--- src/rtl/alu_arb_pkg.sv ---
// Shared constants and FSM state type for the two-requester ALU arbiter.
package alu_arb_pkg;

   localparam logic [2:0] F3_ADD_SUB = 3'b000;
   localparam logic [2:0] F3_OR      = 3'b110;
   localparam logic [2:0] F3_AND     = 3'b111;
   localparam logic [6:0] FUNC7_SUB  = 7'b0100000;

   typedef enum logic [1:0] {
      ST_IDLE = 2'd0,
      ST_EXEC = 2'd1,
      ST_RESP = 2'd2
   } arb_state_e;

endpackage

--- src/rtl/alu_core.sv ---
// Purely combinational ALU: add/sub, OR, AND; unknown func3 yields zero.
module alu_core
   import alu_arb_pkg::*;
#(
   parameter int XLEN = 32
) (
   input  logic [XLEN-1:0] op1,
   input  logic [XLEN-1:0] op2,
   input  logic [2:0]      func3,
   input  logic [6:0]      func7,
   output logic [XLEN-1:0] result,
   output logic            zero
);

   always_comb begin
      result = '0;
      case (func3)
         F3_ADD_SUB: result = (func7 == FUNC7_SUB) ? (op1 - op2) : (op1 + op2);
         F3_OR:      result = op1 | op2;
         F3_AND:     result = op1 & op2;
         default:    result = '0;
      endcase
   end

   assign zero = (result == '0);

endmodule

--- src/rtl/alu_arbiter.sv ---
// Round-robin arbiter sharing one ALU between two requesters, one op per 3 cycles.
// Optional per-requester saturating grant counters built when ALU_ARB_PERF_EN is defined.
//
// state | meaning
// IDLE  | waiting for a request; req_ready one-hot on the arbitration winner
// EXEC  | ALU evaluates latched operands; result registered at end of cycle
// RESP  | rsp_valid[owner] held until the owner's rsp_ready
module alu_arbiter
   import alu_arb_pkg::*;
#(
   parameter int XLEN  = 32,
   parameter int CNT_W = 16
) (
   input  logic               clk,
   input  logic               rst_n,
   input  logic [1:0]         req_valid,
   output logic [1:0]         req_ready,
   input  logic [2*XLEN-1:0]  req_reg1,
   input  logic [2*XLEN-1:0]  req_reg2,
   input  logic [2*XLEN-1:0]  req_imm,
   input  logic [5:0]         req_func3,
   input  logic [13:0]        req_func7,
   input  logic [1:0]         req_alusrc,
   output logic [1:0]         rsp_valid,
   input  logic [1:0]         rsp_ready,
   output logic [XLEN-1:0]    rsp_result,
   output logic               rsp_zero,
   output logic [2*CNT_W-1:0] grant_cnt
);

   arb_state_e      state_q, state_d;
   logic            last_grant_q;
   logic            owner_q;
   logic [XLEN-1:0] op1_q, op2_q;
   logic [2:0]      f3_q;
   logic [6:0]      f7_q;
   logic [XLEN-1:0] result_q;
   logic            zero_q;

   logic            win;
   logic            accept;
   logic            rsp_done;
   logic [XLEN-1:0] alu_result;
   logic            alu_zero;

   // Tie goes to whichever requester was not granted last.
   assign win    = req_valid[1] & (~req_valid[0] | ~last_grant_q);
   assign accept = (state_q == ST_IDLE) && (req_valid != 2'b00);

   assign req_ready = accept ? (win ? 2'b10 : 2'b01) : 2'b00;
   assign rsp_done  = (state_q == ST_RESP) && rsp_ready[owner_q];
   assign rsp_valid = (state_q == ST_RESP) ? (owner_q ? 2'b10 : 2'b01) : 2'b00;

   always_comb begin
      state_d = state_q;
      case (state_q)
         ST_IDLE: if (accept) state_d = ST_EXEC;
         ST_EXEC: state_d = ST_RESP;
         ST_RESP: if (rsp_done) state_d = ST_IDLE;
         default: state_d = ST_IDLE;
      endcase
   end

   always_ff @(posedge clk) begin
      if (!rst_n) begin
         state_q      <= ST_IDLE;
         last_grant_q <= 1'b1;
         owner_q      <= 1'b0;
         op1_q        <= '0;
         op2_q        <= '0;
         f3_q         <= '0;
         f7_q         <= '0;
         result_q     <= '0;
         zero_q       <= 1'b0;
      end else begin
         state_q <= state_d;
         if (accept) begin
            last_grant_q <= win;
            owner_q      <= win;
            op1_q        <= win ? req_reg1[2*XLEN-1:XLEN] : req_reg1[XLEN-1:0];
            if (req_alusrc[win])
               op2_q <= win ? req_imm[2*XLEN-1:XLEN] : req_imm[XLEN-1:0];
            else
               op2_q <= win ? req_reg2[2*XLEN-1:XLEN] : req_reg2[XLEN-1:0];
            f3_q <= win ? req_func3[5:3]  : req_func3[2:0];
            f7_q <= win ? req_func7[13:7] : req_func7[6:0];
         end
         if (state_q == ST_EXEC) begin
            result_q <= alu_result;
            zero_q   <= alu_zero;
         end
      end
   end

   alu_core #(.XLEN(XLEN)) u_alu_core (
      .op1    (op1_q),
      .op2    (op2_q),
      .func3  (f3_q),
      .func7  (f7_q),
      .result (alu_result),
      .zero   (alu_zero)
   );

   assign rsp_result = result_q;
   assign rsp_zero   = zero_q;

`ifdef ALU_ARB_PERF_EN
   logic [CNT_W-1:0] cnt_q [2];

   always_ff @(posedge clk) begin
      if (!rst_n) begin
         cnt_q[0] <= '0;
         cnt_q[1] <= '0;
      end else if (accept && (cnt_q[win] != '1)) begin
         cnt_q[win] <= cnt_q[win] + CNT_W'(1);
      end
   end

   assign grant_cnt = {cnt_q[1], cnt_q[0]};
`else
   assign grant_cnt = '0;
`endif

endmodule

--- config.mk ---
export PLATFORM = sky130hd
export DESIGN_NAME = alu_arbiter
export DESIGN_NICKNAME = d
export VERILOG_FILES = /design/src/rtl/alu_arb_pkg.sv /design/src/rtl/alu_core.sv /design/src/rtl/alu_arbiter.sv
export SDC_FILE = /design/constraint.sdc
export NUM_CORES = 1
export LEC_CHECK = 0
export ABC_AREA = 1
export CORE_MARGIN = 2
export CORE_UTILIZATION = 49
export DETAILED_ROUTE_END_ITERATION = 10
export GPL_TIMING_DRIVEN = 0
export PLACE_DENSITY = 0.85
export RECOVER_POWER = 25
export SYNTH_ARGS = -nofsm -noshare
export SYNTH_HDL_FRONTEND = slang
export SYNTH_SLANG_ARGS = --single-unit
--- constraint.sdc ---
create_clock -name clk -period 4 [get_ports clk]
set_input_delay 0.8 -clock clk [delete_from_list [all_inputs] [get_ports clk]]
set_output_delay 0.8 -clock clk [all_outputs]
set_load 0.01 [all_outputs]
**Floorplan with the power grid**

The bar under the picture is 50 µm long. Pins as bars on the die edge.
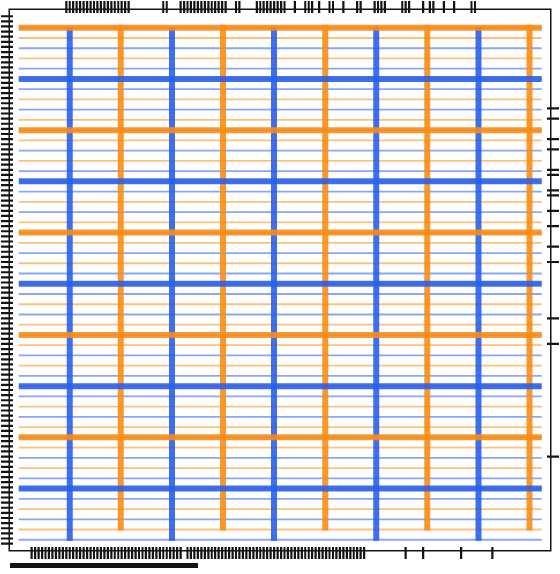
legend:
  orange:
    net: VDD
  blue:
    net: VSS
signal pins: 289
met1 rails: 51
met4 straps: 10
met5 straps: 10
Core Box Area: 18890 µm²
die span in x: 143.4 µm
Peak supply drop: 0.2143 mV
Vert. Die Dim: 143.4 µm

**Signal wires by layer**

The bar under the picture is 50 µm long.
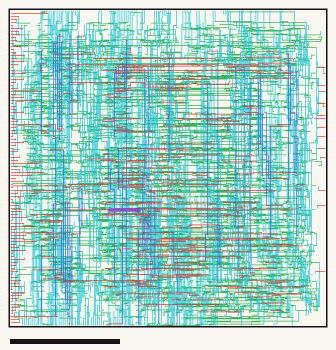
legend:
  purple:
    layer: met5
    wire_length: 12.9 µm
  blue:
    layer: met4
    wire_length: 2400 µm
  red:
    layer: met3
    wire_length: 3550 µm
  cyan:
    layer: met2
    wire_length: 18300 µm
  green:
    layer: met1
    wire_length: 15700 µm

**Congestion heat map**

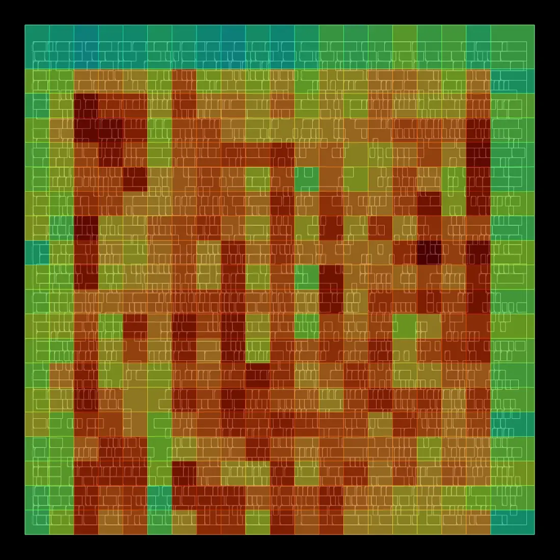
Most Used Layer, Global Route: met2
average detailed-routed wire length per instance: 18.32 µm
met3 track utilization from global routing: 5.398%

**Cells coloured by class**

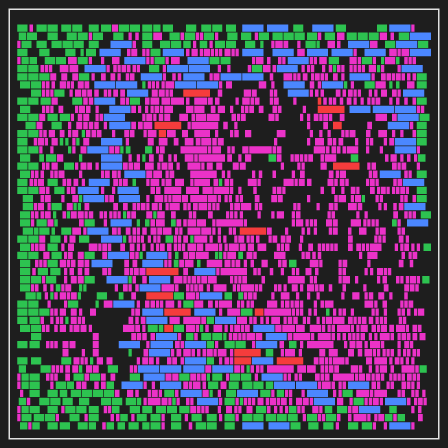
legend:
  blue:
    class: flip-flops
    cells: 111
    share_of_their_area: 17%
  red:
    class: clock drivers and dummy loads
    cells: 16
    share_of_their_area: 2.4%
  magenta:
    class: all other logic
    cells: 1420
    share_of_their_area: 56%
  green:
    class: other buffers and delay cells
    cells: 372
    share_of_their_area: 25%

**Clock distribution**

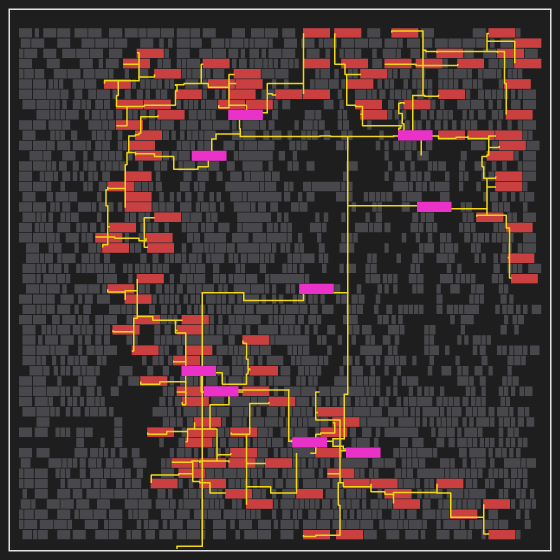
legend:
  yellow:
    item: clock wires
    length: 1370 µm
  red:
    item: flip-flops
    count: 111
  magenta:
    item: cells driving clock nets
    count: 9
flops lie: all over the die
routed clock nets: 10
clk_lat worst skew: 0.37 ns
power in the clock group: 0.000952 W
relative contribution of the clock network to total power: 19.5%
Final Skew: 0.01222 ns

==> summary.txt <==
The synthesis and place-and-route flow finished, so here is a summary.

The leading area contributor after synthesis is sky130_fd_sc_hd__dfxtp_1. In the setup report, the worst path falls into the class flip-flop to flip-flop. Ranked by total cell area, the synthesized netlist is headed by sky130_fd_sc_hd__dfxtp_1 23%, sky130_fd_sc_hd__nand2_1 17%, sky130_fd_sc_hd__inv_1 8.6%. The overall track demand over capacity in global routing is 37.13%. The cell area power density is 367.1 nW/µm².

The critical path's slowest cell is sky130_fd_sc_hd__fa_1. Power comes to 0.004869 W. The I/O pin total came out at 289. The H-tree was split into 3 levels. The area fraction of the dominant cell type after synthesis came out at 23.33%. The quantity of hold-fixing buffers added after cts is 0.

The final estimated routing congestion in global placement is 0.9829. According to the CTS report, the clock sink count is between 100 and 150. The run finished with clean final reports. In this run the full chip footprint comes out at 20570 µm². The number of hold violations in the final report is 0.

The leakage power is 6.486 nW. At the worst endpoint, the required time is 4.30 ns. Per the finish-stage timing summary, setup violations number 0. The kind of launch point of the worst setup path is a flip-flop. In this run the worst hold path is classified as flip-flop to flip-flop. The worst slew margin relative to its limit came out at between 40% and 50%. The maximum operating frequency is around 250 MHz. The fraction of the cycle the final worst path needs is 99.73%. The global route stage reports its total congestion overflow as 0. Max fanout on the critical path was recorded as 10. The global-route wire length before repair came out at 58930 µm. The critical path in the final layout is reported with a setup slack of roughly 0.011 ns. Buffers placed on the I/O ports in this run total 255.

The worst setup timing slack at the placement stage came out at -0.2564 ns. Looking at the reg2reg group, the worst path ends at rsp_zero. The worst setup path startpoint is f7_q[4]. Setup repair after global routing could not meet its margin everywhere. The yosys stat cell total came out at 1605.

The initial utilization of the core area, before any placement, comes to between 50% and 60%. Warnings raised by the tools during the run amount to 29. The ratio of cells with drive above 1 in the final layout came out at 10.16%. Once synthesis finished, the tally of register bits stood at ~110. The buffer depth of the longest clock path came out at 2.

The critical path contains buffers and inverters numbering 3 combined. The cell family with the largest share of critical-path delay is simple AND/OR/NAND/NOR gates. The number of buffers inserted during clock tree synthesis came out at 9.

Yosys reports that the most numerous cell types are 443 x sky130_fd_sc_hd__nand2_1, 219 x sky130_fd_sc_hd__inv_1, 154 x sky130_fd_sc_hd__nor2_1. Synthesis produced a netlist whose cell count is 1605. Sorting the synthesis cell report by count puts at the top sky130_fd_sc_hd__nand2_1.

Excluding fillers, the count of instances in the completed layout stands at 2181. The TritonCTS clock tree is yes. The number of global-route vias before repair is around 11000. STA classifies the critical path endpoint as a flip-flop.

In the CTS report, the clock slew at the register clock pins of the worst setup and hold paths is listed as 0.08 ns. The clock tree root buffer cell is sky130_fd_sc_hd__clkbuf_16. The maximum number of pins on one net before global-route repair is 20. The area of the mapped netlist came out at 9527 µm².
final cells by class:
type | count | area (µm²)
Multi-Input combinational cell | 1188 | 6342
Clock inverter | 6 | 80.08
Timing Repair Buffer | 267 | 2643
Clock buffer | 10 | 229.0
Sequential cell | 111 | 2225
Buffer | 105 | 543.0
Antenna cell | 2 | 5.005
Tap cell | 260 | 325.3
Inverter | 232 | 873.3
Fill cell | 1710 | 5628
cell usage in the layout, fill, tap and decap left out, types with 14 or more instances in the layout:
cell                              instances
sky130_fd_sc_hd__a21oi_1                 70
sky130_fd_sc_hd__a21oi_2                 18
sky130_fd_sc_hd__a221oi_1                14
sky130_fd_sc_hd__a31oi_1                105
sky130_fd_sc_hd__buf_4                   45
sky130_fd_sc_hd__clkbuf_1                49
sky130_fd_sc_hd__clkdlybuf4s50_1        222
sky130_fd_sc_hd__conb_1                  32
sky130_fd_sc_hd__dfxtp_1                109
sky130_fd_sc_hd__dlygate4sd3_1           33
sky130_fd_sc_hd__ha_1                    21
sky130_fd_sc_hd__inv_1                  214
sky130_fd_sc_hd__inv_2                   15
sky130_fd_sc_hd__nand2_1                429
sky130_fd_sc_hd__nand2_2                 25
sky130_fd_sc_hd__nand3_1                101
sky130_fd_sc_hd__nor2_1                 144
sky130_fd_sc_hd__o211ai_1                15
sky130_fd_sc_hd__o21ai_0                 47
sky130_fd_sc_hd__o21ai_1                 30
sky130_fd_sc_hd__xor2_1                  27
layer usage:
metal | vias to the layer above | track usage [%] | wire length (µm)
li1 | 5778 | - | -
met1 | 5430 | 46.39 | 15660
met2 | 708 | 62.76 | 18340
met3 | 132 | 5.398 | 3552
met4 | 2 | 17.85 | 2402
met5 | - | 0 | 12
how the worst min path moves through the flow:
stage,slack (ns),startpoint,cells after the start,to
2_1_floorplan,0.44,last_grant_q,2,last_grant_q
3_3_place_gp,0.45,last_grant_q,2,last_grant_q
3_5_place_dp,0.47,last_grant_q,2,last_grant_q
4_1_cts,0.49,last_grant_q,2,last_grant_q
5_1_grt,0.49,rsp_zero,2,rsp_zero
6_report,0.49,last_grant_q,2,last_grant_q
state kept, by name, summed over array words and instances, names as in the netlist:
signal	cells
f3_q	3
f7_q	7
last_grant_q	1
op1_q	32
op2_q	32
owner_q	1
rsp_result	32
rsp_zero	1
state_q	2
metrics by stage:
step / area (µm²) / TNS (ns) / util [%]
after floorplan: 9643 / 0 / -
after global placement: 12520 / -0.6554 / 66.27
after detailed placement: 12520 / -0.6801 / 66.27
after CTS: 12860 / 0 / 68.07
after global routing: 13260 / -0.3804 / 70.20
final: 13270 / 0 / 70.21
where the power goes:
group | internal, W | switching [W] | total [W]
clock network | 0.000498 | 0.000454 | 0.000952
logic | 0.000971 | 0.00156 | 0.00253
registers | 0.00124 | 0.000148 | 0.00139
total | 0.00271 | 0.00216 | 0.00487
what timing repair did:
item	in CTS	in global routing
gates resized	10	81
setup endpoints to repair	5	14
pin swaps	0	29
setup buffers	0	12
kinds of logic after synthesis:
kind of cell	count (synthesis)	synth area share, %
buf+inv	337	14.79
xor+xnor	29	2.666
flops	111	23.33
fa+ha+maj	46	5.871
simple gates	772	34.10
other cells	1	0.03936
compound gates	309	19.21
Power is estimated from default activity; no workload was simulated.
